### src/rtl/voice_iq_fifo_if.sv
// ============================================================================
// Module   : voice_iq_fifo_if
// Brief    : DDC-side push, bus-side pop and status signals of the voice I/Q FIFO.
// Revision : 1.0  initial release
// ============================================================================
`default_nettype none

interface voice_iq_fifo_if #(
  parameter int DEPTH_LOG2 = 4,
  parameter int WIDTH      = 16
);
  logic [WIDTH-1:0]      IN_I;
  logic [WIDTH-1:0]      IN_Q;
  logic                  in_valid;
  logic                  rd_req;
  logic                  flush;
  logic [WIDTH-1:0]      VOICE_I;
  logic [WIDTH-1:0]      VOICE_Q;
  logic                  out_valid;
  logic [DEPTH_LOG2:0]   level;
  logic                  overflow;
  logic                  underflow;
  logic [7:0]            drop_cnt;
`ifdef VOICE_FIFO_WM_EN
  logic                  wm_irq;
`endif

  // Driven by the DDC and the bus interface.
  modport master (
    output IN_I, output IN_Q, output in_valid, output rd_req, output flush,
    input  VOICE_I, input VOICE_Q, input out_valid, input level,
    input  overflow, input underflow, input drop_cnt
`ifdef VOICE_FIFO_WM_EN
    , input wm_irq
`endif
  );

  // Seen from the FIFO itself.
  modport slave (
    input  IN_I, input IN_Q, input in_valid, input rd_req, input flush,
    output VOICE_I, output VOICE_Q, output out_valid, output level,
    output overflow, output underflow, output drop_cnt
`ifdef VOICE_FIFO_WM_EN
    , output wm_irq
`endif
  );
endinterface

`default_nettype wire

### src/rtl/voice_iq_fifo.sv
// ============================================================================
// Module   : voice_iq_fifo
// Brief    : Voice I/Q pair FIFO between the DDC and the MCU bus interface,
//            with sticky overflow/underflow flags and a saturating drop count.
//            Optional watermark flag wm_irq when VOICE_FIFO_WM_EN is defined.
// Revision : 1.0  initial release
// ============================================================================
`default_nettype none

module voice_iq_fifo #(
  parameter int DEPTH_LOG2 = 4,
  parameter int WIDTH      = 16,
  parameter int WM_LEVEL   = 12
) (
  input  wire             clk_in,
  input  wire             reset_n,
  voice_iq_fifo_if.slave  bus
);

  localparam int                  c_DEPTH      = 1 << DEPTH_LOG2;
  localparam logic [DEPTH_LOG2:0] c_FULL_LEVEL = {1'b1, {DEPTH_LOG2{1'b0}}};

  logic [2*WIDTH-1:0]    mem_q [c_DEPTH];
  logic [DEPTH_LOG2-1:0] wr_ptr_q;
  logic [DEPTH_LOG2-1:0] rd_ptr_q;
  logic [DEPTH_LOG2:0]   level_q;
  logic [DEPTH_LOG2:0]   level_d;
  logic                  overflow_q;
  logic                  underflow_q;
  logic [7:0]            drop_cnt_q;

  logic                  empty;
  logic                  full;
  logic                  do_pop;
  logic                  do_push;
  logic                  drop;
  logic                  under;

  // Out-of-range parameters leave this marker block in the elaborated hierarchy.
  generate
    if (DEPTH_LOG2 < 2 || DEPTH_LOG2 > 8 || WM_LEVEL < 0) begin : g_param_illegal
    end
  endgenerate

  assign empty = (level_q == '0);
  assign full  = (level_q == c_FULL_LEVEL);

  // A pop on empty is ignored; a push on full is accepted only alongside a pop.
  assign do_pop  = bus.rd_req & ~empty;
  assign do_push = bus.in_valid & (~full | do_pop);
  assign drop    = bus.in_valid & full & ~bus.rd_req;
  assign under   = bus.rd_req & empty;

  always_comb begin
    level_d = level_q;
    if (do_push && !do_pop) begin
      level_d = level_q + 1'b1;
    end else if (do_pop && !do_push) begin
      level_d = level_q - 1'b1;
    end
  end

  always_ff @(posedge clk_in or negedge reset_n) begin
    if (!reset_n) begin
      wr_ptr_q    <= '0;
      rd_ptr_q    <= '0;
      level_q     <= '0;
      overflow_q  <= 1'b0;
      underflow_q <= 1'b0;
      drop_cnt_q  <= '0;
    end else if (bus.flush) begin
      wr_ptr_q    <= '0;
      rd_ptr_q    <= '0;
      level_q     <= '0;
      overflow_q  <= 1'b0;
      underflow_q <= 1'b0;
      drop_cnt_q  <= '0;
    end else begin
      level_q <= level_d;
      if (do_push) begin
        wr_ptr_q <= wr_ptr_q + 1'b1;
      end
      if (do_pop) begin
        rd_ptr_q <= rd_ptr_q + 1'b1;
      end
      if (drop) begin
        overflow_q <= 1'b1;
        if (drop_cnt_q != 8'hFF) begin
          drop_cnt_q <= drop_cnt_q + 8'd1;
        end
      end
      if (under) begin
        underflow_q <= 1'b1;
      end
    end
  end

  // Storage needs no reset: the head is masked to zero whenever the FIFO is empty.
  always_ff @(posedge clk_in) begin
    if (do_push && !bus.flush) begin
      mem_q[wr_ptr_q] <= {bus.IN_I, bus.IN_Q};
    end
  end

  assign bus.VOICE_I   = empty ? '0 : mem_q[rd_ptr_q][2*WIDTH-1:WIDTH];
  assign bus.VOICE_Q   = empty ? '0 : mem_q[rd_ptr_q][WIDTH-1:0];
  assign bus.out_valid = ~empty;
  assign bus.level     = level_q;
  assign bus.overflow  = overflow_q;
  assign bus.underflow = underflow_q;
  assign bus.drop_cnt  = drop_cnt_q;

`ifdef VOICE_FIFO_WM_EN
  localparam logic [DEPTH_LOG2+1:0] c_WM_LEVEL = (DEPTH_LOG2+2)'(WM_LEVEL);

  logic wm_irq_q;

  always_ff @(posedge clk_in or negedge reset_n) begin
    if (!reset_n) begin
      wm_irq_q <= 1'b0;
    end else if (bus.flush) begin
      wm_irq_q <= 1'b0;
    end else begin
      wm_irq_q <= ({1'b0, level_d} >= c_WM_LEVEL);
    end
  end

  assign bus.wm_irq = wm_irq_q;
`else
`endif

endmodule

`default_nettype wire

### src/flat_wrapper.sv
// flat-port wrapper written by rule: the top's interface ports become plain ports
module voice_iq_fifo_flat 
#(
  parameter int DEPTH_LOG2 = 4,
  parameter int WIDTH      = 16,
  parameter int WM_LEVEL   = 12
)
  (clk_in, reset_n, bus_IN_I, bus_IN_Q, bus_in_valid, bus_rd_req, bus_flush, bus_VOICE_I, bus_VOICE_Q, bus_out_valid, bus_level, bus_overflow, bus_underflow, bus_drop_cnt);
  voice_iq_fifo_if #(.DEPTH_LOG2(DEPTH_LOG2), .WIDTH(WIDTH)) bus_i ();
  input  wire clk_in;
  input  wire reset_n;
  input wire logic [$bits(bus_i.IN_I)-1:0] bus_IN_I;
  input wire logic [$bits(bus_i.IN_Q)-1:0] bus_IN_Q;
  input wire logic [$bits(bus_i.in_valid)-1:0] bus_in_valid;
  input wire logic [$bits(bus_i.rd_req)-1:0] bus_rd_req;
  input wire logic [$bits(bus_i.flush)-1:0] bus_flush;
  output wire logic [$bits(bus_i.VOICE_I)-1:0] bus_VOICE_I;
  output wire logic [$bits(bus_i.VOICE_Q)-1:0] bus_VOICE_Q;
  output wire logic [$bits(bus_i.out_valid)-1:0] bus_out_valid;
  output wire logic [$bits(bus_i.level)-1:0] bus_level;
  output wire logic [$bits(bus_i.overflow)-1:0] bus_overflow;
  output wire logic [$bits(bus_i.underflow)-1:0] bus_underflow;
  output wire logic [$bits(bus_i.drop_cnt)-1:0] bus_drop_cnt;
  assign bus_i.IN_I = bus_IN_I;
  assign bus_i.IN_Q = bus_IN_Q;
  assign bus_i.in_valid = bus_in_valid;
  assign bus_i.rd_req = bus_rd_req;
  assign bus_i.flush = bus_flush;
  assign bus_VOICE_I = bus_i.VOICE_I;
  assign bus_VOICE_Q = bus_i.VOICE_Q;
  assign bus_out_valid = bus_i.out_valid;
  assign bus_level = bus_i.level;
  assign bus_overflow = bus_i.overflow;
  assign bus_underflow = bus_i.underflow;
  assign bus_drop_cnt = bus_i.drop_cnt;
  voice_iq_fifo #(.DEPTH_LOG2(DEPTH_LOG2), .WIDTH(WIDTH), .WM_LEVEL(WM_LEVEL)) u_core (.clk_in(clk_in), .reset_n(reset_n), .bus(bus_i));
endmodule
### config.mk
export PLATFORM = sky130hd
export DESIGN_NAME = voice_iq_fifo_flat
export DESIGN_NICKNAME = d
export VERILOG_FILES = /design/src/rtl/voice_iq_fifo_if.sv /design/src/rtl/voice_iq_fifo.sv /design/src/flat_wrapper.sv
export SDC_FILE = /design/constraint.sdc
export NUM_CORES = 1
export LEC_CHECK = 0
export ABC_CLOCK_PERIOD_IN_PS = 9100
export CAP_MARGIN = 30
export CELL_PAD_IN_SITES_DETAIL_PLACEMENT = 1
export CELL_PAD_IN_SITES_GLOBAL_PLACEMENT = 1
export CORE_ASPECT_RATIO = 0.8
export CORE_UTILIZATION = 48
export DETAILED_ROUTE_END_ITERATION = 10
export GPL_ROUTABILITY_DRIVEN = 0
export PLACE_DENSITY_LB_ADDON = 0.1
export SYNTH_ARGS = -nofsm -noshare
export SYNTH_HDL_FRONTEND = slang
export SYNTH_SLANG_ARGS = --single-unit
### constraint.sdc
create_clock -name clk_in -period 9.1 [get_ports clk_in]
set_input_delay 0.91 -clock clk_in [delete_from_list [all_inputs] [get_ports clk_in]]
set_output_delay 0.91 -clock clk_in [all_outputs]
set_load 0.03 [all_outputs]
**Run 1: ports around the boundary**

Pins as bars across the die edge, other pins in grey.
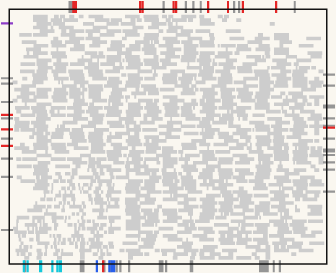
colour	port	pins	direction	edge
red	bus_VOICE_Q	16	output	11 top, 3 left, 1 right, 1 bottom
cyan	bus_drop_cnt	8	output	bottom
purple	clk_in	1	input	left
blue	bus_level	5	output	bottom

**Run 1: selected gate families**

Bar = 50 um.
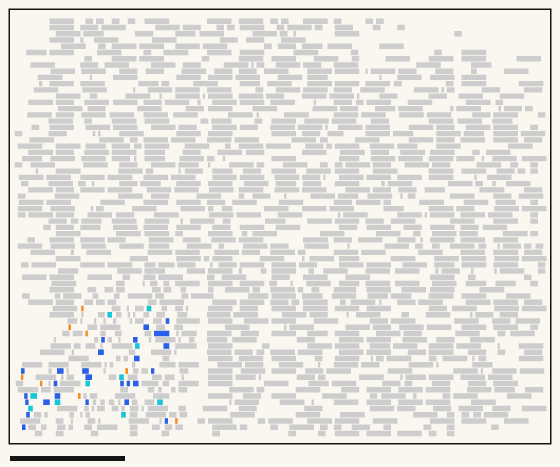
colour	family	cells	most used	where
blue	inverting AOI/OAI gates	26	a21oi_1	bottom left
orange	inverters	8	inv_1	bottom left
cyan	AND and OR gates	10	or3_1	bottom left
final std cells w/o fill: 1663
combinational share of cell area: 19.5%
commonest non-fill, non-tap cell in the layout: edfxtp_1

**Run 1: metal layers overlaid**

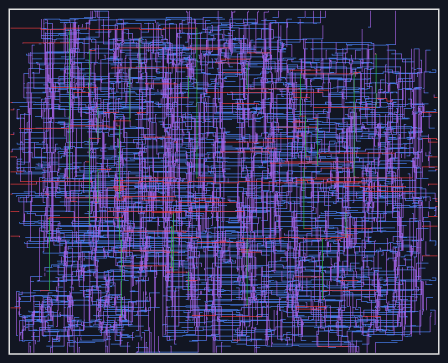
colour	layer	wire length
purple	met2	22.8 mm
green	met4	814 um
red	met3	2130 um
blue	met1	21.1 mm
vias: 9942
Tot GR Track Use: 21.7%
Routed Wire Length: 46900 um

**Run 1: clock routing**

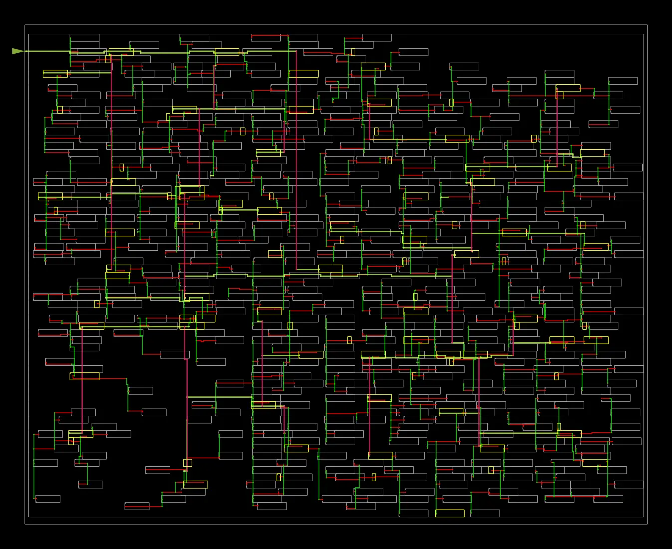
Clock net power: 2.10 mW
clkbuf count: 68
Worst-Skew Late Latency: 570 ps
number of flip-flops and latches: 535

==> results_dict.tcl, run 1 <==
# flow metrics
set metrics [dict create \
    run_status "finished clean" \
    fp-row-count 67 \
    period_used_pct 54.7 \
    die_h_um 188 \
    grt_max_degree 81 \
    wl_met1_um 21100 \
    synthToLayoutAreaGrowth_pct 15.8 \
    clockRootBuffer "clkbuf_16" \
    die_x_um 235 \
    fin_nets 1117 \
    clockBufferDepth 3 \
    clkTransAtPathRegs_ps 60 \
    max_freq_mhz 201 \
    numCtsBuffers 51 \
    cts.sinks 535 \
    post-route-min-period_ps 4980 \
    finalHoldViolCount 0 \
    io_buffers 84 \
    max_stage_delay_ps 1080 \
    ys_area_um2 20900 \
    n_antenna_cell 0 \
    setup_violations 0 \
    rsz0062_at_grt "false" \
    grt_pass1_vias 10770 \
    postCtsHoldBufs 0 \
    syn-num-nets 1003 \
    worstSetupEndpointType "output pin" \
    wl_met2_um 22800 \
    drv_slew 0 \
    drc_errors 0 \
    power.leakage_nw 7.47 \
    skew_ps 23.9 \
    yosys-top-cells-area "edfxtp_1 74%, mux4_2 14%, dfrtp_1 2.8%" \
    postCtsSetupBuffers 0 \
    via_per_inst 5.98 \
    ioPinCount 85 \
    syn_inst 955 \
    cts-resized-gates 0 \
    synth_cell_types 48 \
    dpl_cell_area_um2 22500 \
    grt-ovfl-total 0 \
    worstPathArrival_ps 4070 \
    ys_cells 955 \
    path_delay_family "buffers and inverters" \
    min_path_type "flop to flop" \
    antenna_found_initial 0 \
    syn_avg_cell_area_um2 21.8 \
    ys_ff 535 \
    ys_seq_share_pct 76.5 \
    drive_gt1_share_pct 23.4 \
    yosys.area.top_type_share_pct 73.7 \
    yosys_warnings 0 \
    coreArea_um2 42300 \
    top_cells_by_count "512 x edfxtp_1, 128 x mux4_2, 64 x nor2_1" \
    crit_buf_inv 3 \
    tns_ps 0 \
    chip_area_um2 44300 \
    flop_cell "edfxtp_1" \
    dr_wl_met3_um 2120 \
    yosysMostFrequentCell "edfxtp_1" \
    cp_slowest_cell "dfrtp_4" \
    cts_tree "built" \
    dr.pass1.iters 5 \
    cp.required_ps 8190 \
    utilization_pct 57.0 \
    ant_nets 0 \
    path_cells "buf_4 -> buf_16 -> mux4_2 -> mux2i_1 -> nor2_1 -> a221o_1 -> clkdlybuf4s50_1" \
    grt_pass1_wl_um 70400 \
    async_flop_share_pct 4.30 \
    final_cell_area_um2 24100 \
    hold_ws_ps 501 \
    critPathKind "flop to output pin" \
    yosysTopAreaCell "edfxtp_1" \
    fp_util_pct 49.3 \
    cp-start-kind "flop" \
    wl_per_cell_um 28.2 \
    ir_drop_uv 176 \
    crit_fanout 63 \
    tightest_slew_ps 1000 \
    tool_warnings 30 \
    power.density_nw_per_um2 262 \
    cts-htree-levels 2 \
    edf_count 512 \
    top_layer "met4" \
    first_iter_violations 798 \
    max-cap-violations 0 \
    hpwlAfterDp_um 24700 \
    syn-cell-area_um2 20900 \
    slew_headroom_pct 33.1 \
]
[run 1: cell families after synthesis]
| group | count (synthesis) | share of synthesized area, % |
|---|---|---|
| AND-OR/OR-AND | 62 | 2.54 |
| XOR/XNOR | 8 | 0.336 |
| adder cells (fa/ha/maj) | 11 | 0.696 |
| buffers and inverters | 58 | 1.51 |
| flip-flops | 535 | 76.5 |
| multiplexers | 169 | 15.8 |
| AND/OR/NAND/NOR | 112 | 2.65 |
[run 1: worst reg2reg max path, stage by stage (launching register included)]
cell and delay (ps):
dfrtp_1 630, nor2b_1 280, a21boi_1 440, nand2_1 390
nor2_4 630, buf_4 500
[run 1: metrics by stage]
stage | worst slack [ps] | power, mW | instances
2_1_floorplan | 5540 | 3.84 | 955
3_3_place_gp | 4530 | 4.27 | 1565
3_5_place_dp | 4660 | 4.30 | 1568
4_1_cts | 4030 | 6.39 | 1663
5_1_grt | 3890 | 6.55 | 1663
6_report | 4120 | 6.32 | 1663
[run 1: power breakdown]
group | switching [mW] | total [mW] | internal, mW
Clock | 0.898 | 2.10 | 1.20
Combinational | 0.721 | 1.39 | 0.673
Sequential | 0.0937 | 2.83 | 2.74
[run 1: sequential cells by signal (all words and copies together), names as in the netlist]
register and flops:
u_core.bus.level 5, u_core.wr_ptr_q 4, u_core.rd_ptr_q 4, u_core.mem_q 512, u_core.bus.overflow 1, u_core.bus.underflow 1
u_core.bus.drop_cnt 8
[run 1: area by class of cell]
type                    count  area (um^2)
clock buffers              68         1400
clock inverters            27          245
fillers                  3570        18200
inverters                   8         30.0
multi-input cells         362         4710
flip-flops and latches    535        16000
well taps                 552          691
repair buffers            111         1100
[run 1: per-layer routing]
metal | up-vias | track usage [%]
met2 | 251 | 35.4
met5 | - | 0
met4 | 0 | 4.81
met1 | 5388 | 31.3
li1 | 4236 | -
met3 | 67 | 3.24
[run 1: final timing paths]
check	start	to	slack [ps]	depth (start not counted)
setup reg to reg	u_core.bus.level[4]$_DFFE_PN0P_	u_core.mem_q[6][16]$_DFFE_PP_	5880	5
setup / recovery	u_core.rd_ptr_q[1]$_DFFE_PN0P_	bus_VOICE_Q[12]	4120	7
max in group asynchronous	reset_n	u_core.rd_ptr_q[1]$_DFFE_PN0P_	8120	2
hold reg to reg	u_core.bus.underflow$_DFFE_PN0P_	u_core.bus.underflow$_DFFE_PN0P_	500	2
min in group asynchronous	reset_n	u_core.bus.drop_cnt[0]$_DFFE_PN0P_	700	2
hold / removal	u_core.bus.underflow$_DFFE_PN0P_	u_core.bus.underflow$_DFFE_PN0P_	500	2
[run 1: cell usage in the layout, fill, tap and decap left out, drive strengths merged, types with 2 or more instances in the layout]
cell type      Yosys  routed
dfrtp             23      23
nand4              2       2
edfxtp           512     512
ha                10      10
and3               2       2
xor2               4       4
nor4               4       4
o21ai              5       5
o311ai             2       2
nor2b              4       4
mux2i             37      37
bufinv             0       4
o211ai             4       4
a221o             32      32
inv                8      10
nand2             14      14
clkinv             0      20
clkbuf            21      68
mux4             128     128
xnor2              4       4
or3                3       3
or2                2       2
buf               29      27
a21oi              8       8
nor2              66      66
or4                2       2
nand3              8       8
a31oi              2       2
o41ai              2       2
clkdlybuf4s50      0      84
mux2               4       4
==> run 2: changes to the inputs <==
- ABC_CLOCK_PERIOD_IN_PS: 9100 -> 4750
- clock period: 9.1 -> 4.75 ns (I/O delays scaled with it)
**Run 2: sequential cells grouped by signal name**

Other sequential cells in the stronger grey, the rest of the logic in the fainter grey.
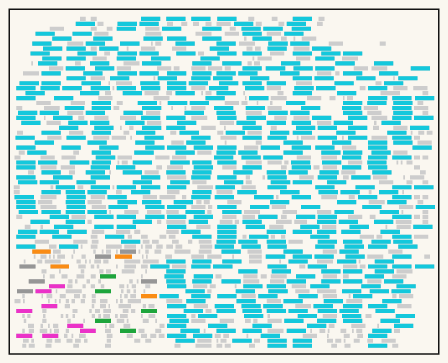
colour	netlist name	placed flops	where
green	u_core.bus.level	5	bottom left
magenta	u_core.bus.drop_cnt	8	bottom left
orange	u_core.rd_ptr_q	4	bottom left
cyan	u_core.mem_q	512	spread over the die
not coloured	6
final core utilization: 57.4%
Seq group: 5.40 mW
Register Area: 16000 um^2

==> results_dict.tcl, run 2 <==
# flow metrics
set metrics [dict create \
    antenna_found_initial 1 \
    clkTransAtPathRegs_ps 70 \
    tool_warnings 30 \
    cts-htree-levels 2 \
    vias 9867 \
    power.density_nw_per_um2 500 \
    grt-ovfl-total 0 \
    logic_area_um2 4710 \
    syn_inst 955 \
    drv_slew 0 \
    postCtsHoldBufs 0 \
    regMostFlops "u_core.mem_q" \
    skew_ps 15.4 \
    max-cap-violations 0 \
    dpl_cell_area_um2 22700 \
    seqPwrFrac_pct 44.5 \
    postCtsSetupBuffers 0 \
    cp-start-kind "flop" \
    dr.pass1.iters 5 \
    cts_tree "built" \
    final_common_cell "edfxtp_1" \
    async_flop_share_pct 4.30 \
    coreArea_um2 42300 \
    tightest_slew_ps 871 \
    drc_errors 0 \
    first_iter_violations 788 \
    grt_pass1_vias 10413 \
    rsz0062_at_grt "false" \
    fin_nets 1126 \
    crit_fanout 19 \
    tns_ps 0 \
    chip_area_um2 44300 \
    grt_pass1_wl_um 69000 \
    pre_cts_ws_ps 1040 \
    n_antenna_cell 0 \
    ys_seq_share_pct 76.5 \
    yosys_warnings 0 \
    wirelength_um 45800 \
    cts-resized-gates 0 \
    cp.required_ps 4280 \
    syn_avg_cell_area_um2 21.8 \
    p_clk_share_pct 32.7 \
    ir_drop_uv 310 \
    yosysTopAreaCell "edfxtp_1" \
    wl_per_cell_um 27.5 \
    yosys-top-cells-area "edfxtp_1 74%, mux4_2 14%, dfrtp_1 2.8%" \
    worstPathArrival_ps 3810 \
    hpwlAfterDp_um 27000 \
    clockBufferDepth 3 \
    ys_area_um2 20900 \
    slew_headroom_pct 41.9 \
    p_sw_mw 3.31 \
    pwr-share-comb_pct 22.8 \
    total_power_mw 12.1 \
    max_freq_mhz 233 \
    critPathKind "flop to output pin" \
    finalHoldViolCount 0 \
    finalNonFillerCells 1668 \
    ioPinCount 85 \
    setup_violations 0 \
    edf_count 512 \
    via_per_inst 5.92 \
    syn-num-nets 1003 \
    final_cell_area_um2 24300 \
    yosys.area.top_type_share_pct 73.7 \
    dp_cells 1576 \
    synth_cell_types 48 \
    run_status "finished clean" \
    p_sw_share_pct 27.3 \
    ys_cells 955 \
    grt_max_degree 42 \
    ys_ff 535 \
    yosysMostFrequentCell "edfxtp_1" \
    top_cells_by_count "512 x edfxtp_1, 128 x mux4_2, 64 x nor2_1" \
    fp_util_pct 49.3 \
    post-route-min-period_ps 4290 \
    syn-cell-area_um2 20900 \
    cts.sinks 535 \
    worstSetupEndpointType "output pin" \
    power.leakage_nw 7.52 \
    clockRootBuffer "clkbuf_16" \
    min_path_type "input pin to async pin" \
    fp-row-count 67 \
    hold_ws_ps 261 \
    ant_nets 0 \
]
## run 2: cells by family after synthesis
group | synth area share, %
DFF | 76.5
muxes | 15.8
buffers and inverters | 1.51
adders and majority gates | 0.696
and+or+nand+nor | 2.65
xor gates and xnor gates | 0.336
AOI/OAI and AO/OA | 2.54
## run 2: per-layer routing
| layer | GRT usage (%) | up-vias | part of all wire [%] | wire [um] |
|---|---|---|---|---|
| li1 | - | 4255 | - | - |
| met2 | 33.2 | 216 | 47 | 21700 |
| met1 | 32.0 | 5340 | 47 | 21500 |
| met5 | 0 | - | 0.028 | 13 |
| met4 | 4.30 | 2 | 1.3 | 590 |
| met3 | 3.78 | 54 | 4.2 | 1940 |
## run 2: cell type report
type	instances	share of cell area, %
Timing Repair Buffer	119	5.31
Tap cell	552	2.84
Sequential cell	535	65.7
Clock buffer	65	5.64
Clock inverter	27	1.02
Multi-Input combinational cell	362	19.4
Inverter	8	0.124
## run 2: worst paths after layout
path	cells past startpoint	endpoint	slack (ps)	startpoint
worst max-delay path	6	bus_VOICE_Q[13]	460	u_core.bus.level[0]$_DFFE_PN0P_
worst min-delay path	2	u_core.bus.drop_cnt[1]$_DFFE_PN0P_	260	reset_n
worst max register to register	5	u_core.mem_q[0][23]$_DFFE_PP_	1680	u_core.bus.level[4]$_DFFE_PN0P_
worst min register to register	2	u_core.bus.overflow$_DFFE_PN0P_	520	u_core.bus.overflow$_DFFE_PN0P_
max in group asynchronous	2	u_core.rd_ptr_q[0]$_DFFE_PN0P_	4220	reset_n
min in group clk_in	2	u_core.bus.overflow$_DFFE_PN0P_	520	u_core.bus.overflow$_DFFE_PN0P_
## run 2: worst max-delay path, cell delays in order (launching register included)
cell and delay [ps]:
dfrtp_1 510, or4_1 520, nor2_8 70, nor3b_4 730, buf_4 450, a221o_1 210
clkdlybuf4s50_1 690
## run 2: power by group through the flow
stage                     clock, mW  combinational (mW)  sequential, mW
after CTS                      4.06                2.82            5.41
final                          3.97                2.77            5.40
after global placement            0                2.79            5.50
after detailed placement          0                2.81            5.51
after global routing           4.23                2.96            5.42
after floorplan                   0                1.93            5.43
No activity file was given, so power comes from the tool's default toggle rates.
